==> config.mk <==
export PLATFORM = sky130hd
export DESIGN_NAME = multicycle_mem_controller
export DESIGN_NICKNAME = d
export VERILOG_FILES = /design/src/rtl/multicycle_mem_controller.sv
export SDC_FILE = /design/constraint.sdc
export NUM_CORES = 1
export LEC_CHECK = 0
export ABC_AREA = 1
export CORE_MARGIN = 2
export CORE_UTILIZATION = 51
export DETAILED_ROUTE_END_ITERATION = 12
export HOLD_SLACK_MARGIN = 0.08
export PLACE_DENSITY = 0.85
export SYNTH_ARGS = -nofsm -noshare
export SYNTH_HDL_FRONTEND = slang
export SYNTH_SLANG_ARGS = --single-unit
==> constraint.sdc <==
create_clock -name clk -period 2.9 [get_ports clk]
set_input_delay 0.58 -clock clk [delete_from_list [all_inputs] [get_ports clk]]
set_output_delay 0.58 -clock clk [all_outputs]
set_load 0.02 [all_outputs]
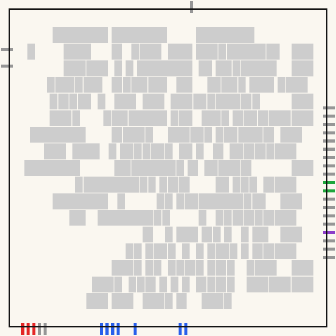
Fig. 1. I/O pins on the die edge.
Pins as bars across the die edge, other pins in gray.
Key: `i_op` = blue [pins 7, direction input, edge bottom]; `o_alu_src_a` = green [pins 2, direction output, edge right]; `i_func3` = red [pins 3, direction input, edge bottom]; `o_reg_write` = purple [pins 1, direction output, edge right]
DIE HEIGHT: 51.7 um
Buffers on Ports: 27

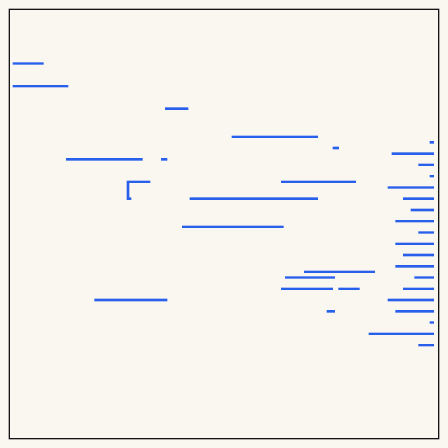
Fig. 2. M3 wires.
The layer holds 6.1% of the routed length. 29 nets have wire on it.
GR Util met3: 2.59%
DRT Wirelength: 2690 um

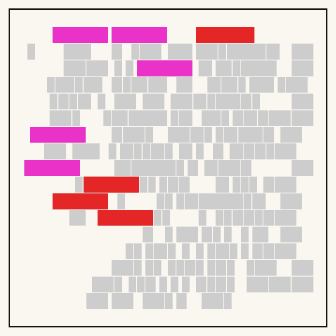
Fig. 3. Sequential cells colored by netlist name.
Other cells in gray.
Key: `r_cnt` = magenta [sequential cells 5, where upper left]; `r_state` = red [sequential cells 4]
power in sequential cells: 250 uW
Final Core Density: 66.8%
fraction of area in registers: 15.5%
FF+latch area: 226 sq um

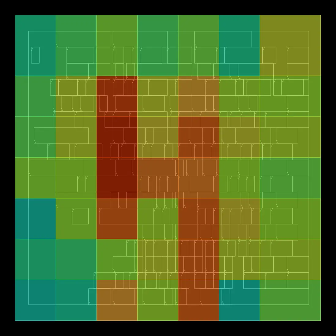
Fig. 4. Congestion heat map.
DR WL/cell: 11.9 um
met2 Use GR: 41.0%
global route hottest layer: met2

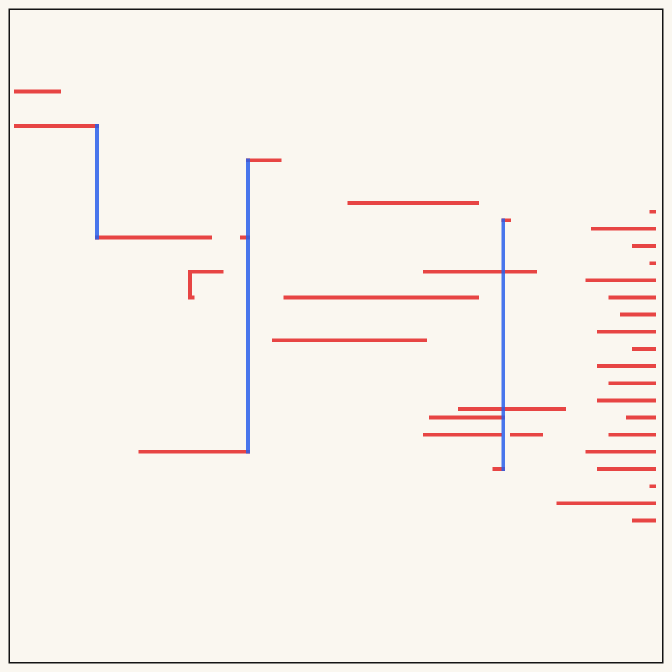
Fig. 5. Metal layers overlaid.
Two of the layers only.
Key: M3 = red [wire length 165 um]; M4 = blue [wire length 51.7 um]
GRT Resource Usage Total: 23.0%
via count: 1,214

==> flow_summary_export.csv <==
group,metric,value,unit
critical_path,worstSetupStartpointType,"input pin",
pwr,power.density,712,mW/mm^2
clocking,numCtsBuffers,3,
global_routing,antenna_found_initial,0,
synth,ys_area,0.00116,sq mm
synth,netlist_instances,171,
global_routing,use_met1,29.0,%
synth,largest_area_cell,"dfrtp_1",
clocking,clockRootBuffer,"clkbuf_4",
sta,period_minus_slack,2790,ps
run_status,status,"finished, final reports clean",
place,place.gp.congestion,0.875,
synth,ys_sh_adder,2.16,%
synth,syn_nets,188,
sta,fin_crit_sh,96.4,%
routing,drt_iter0_markers,39,
global_routing,grt_pass1_wl,4730,um
global_routing,grt_pass1_vias,1119,
synth,netlist.area_leader.share,19.4,%
job,warning_count,32,
sta,relSlewSlack,66.3,%
sta,fin_tns_setup,0,ps
pwr,peakVddDrop,0.485,mV
synth,netlist_logic_family_top,"simple AND/OR/NAND/NOR gates",
sta,maxSlewViolCount,0,
floorplanning,core,0.00219,sq mm
clocking,cts.htree.levels,1,
clocking,cts_resized,0,
clocking,clkLatencyLatePin,260,ps
floorplanning,die_x,51.7,um
floorplanning,rows,17,
sta,hold_viol,0,
place,hpwlAfterDp,2200,um
pwr,p_leak,0.000624,uW
critical_path,arrival,2210,ps
clocking,path_clk_slew,60,ps
critical_path,worstPathMaxFanout,16,
synth,top_cells_by_count,"nand2_1, inv_1, nor2_1, o21ai_0",
finish,antenna_cells,0,
[worst max-delay path, cell delays in order]
cell and delay, ps:
clkdlybuf4s50_1 470, inv_1 220, o31ai_1 300, clkdlybuf4s50_1 640
[per-stage QoR]
stage,instances,hold WS [ps],utilization (%),setup WS [ps],total power [uW]
detailed placement,222,626,65.5,114,945
global route,226,663,66.8,3.43,1130
CTS,226,642,66.7,108,1040
global placement,222,608,65.5,119,925
finish,226,640,66.8,105,1040
floorplan,171,284,-,805,772
[report_power, final]
part	switching (uW)	leakage [uW]	internal (uW)
clock	41.2	0.0000150	52.8
combinational	426	0.000494	271
sequential	98.1	0.000116	152
total	565	0.000624	476
[cell usage in the layout, fill, tap and decap left out, types with 4 or more instances in the layout]
| cell type | count |
|---|---|
| nand2_2 | 5 |
| nor2_2 | 4 |
| nor3_2 | 7 |
| nand3_1 | 9 |
| dfrtp_1 | 8 |
| clkdlybuf4s50_1 | 27 |
| nand3_2 | 4 |
| nand4_1 | 7 |
| o21ai_0 | 11 |
| nand2_1 | 36 |
| inv_1 | 21 |
| a21oi_1 | 6 |
| nor2_1 | 18 |
[cell families (layout without fill, tap and decap cells)]
group	Yosys count	count (layout)
buffers and inverters	32	59
AND/OR/NAND/NOR	100	100
adder cells (fa/ha/maj)	2	2
other	1	1
XOR/XNOR	3	3
flip-flops	9	9
AND-OR/OR-AND	24	24
[layer usage]
metal	vias up	part of all wire [%]
met1	556	42
met3	8	6.1
li1	604	-
met4	0	1.9
met5	-	0
met2	46	50
[final cells by class]
cell class | instances | area (sq um) | area share, %
clock buffers | 4 | 26.3 | 1.80
inverters | 26 | 103 | 7.01
multi-input cells | 130 | 787 | 53.8
repair buffers | 29 | 285 | 19.5
flip-flops and latches | 9 | 226 | 15.5
well taps | 28 | 35.0 | 2.40
Power and IR drop assume default switching activity.
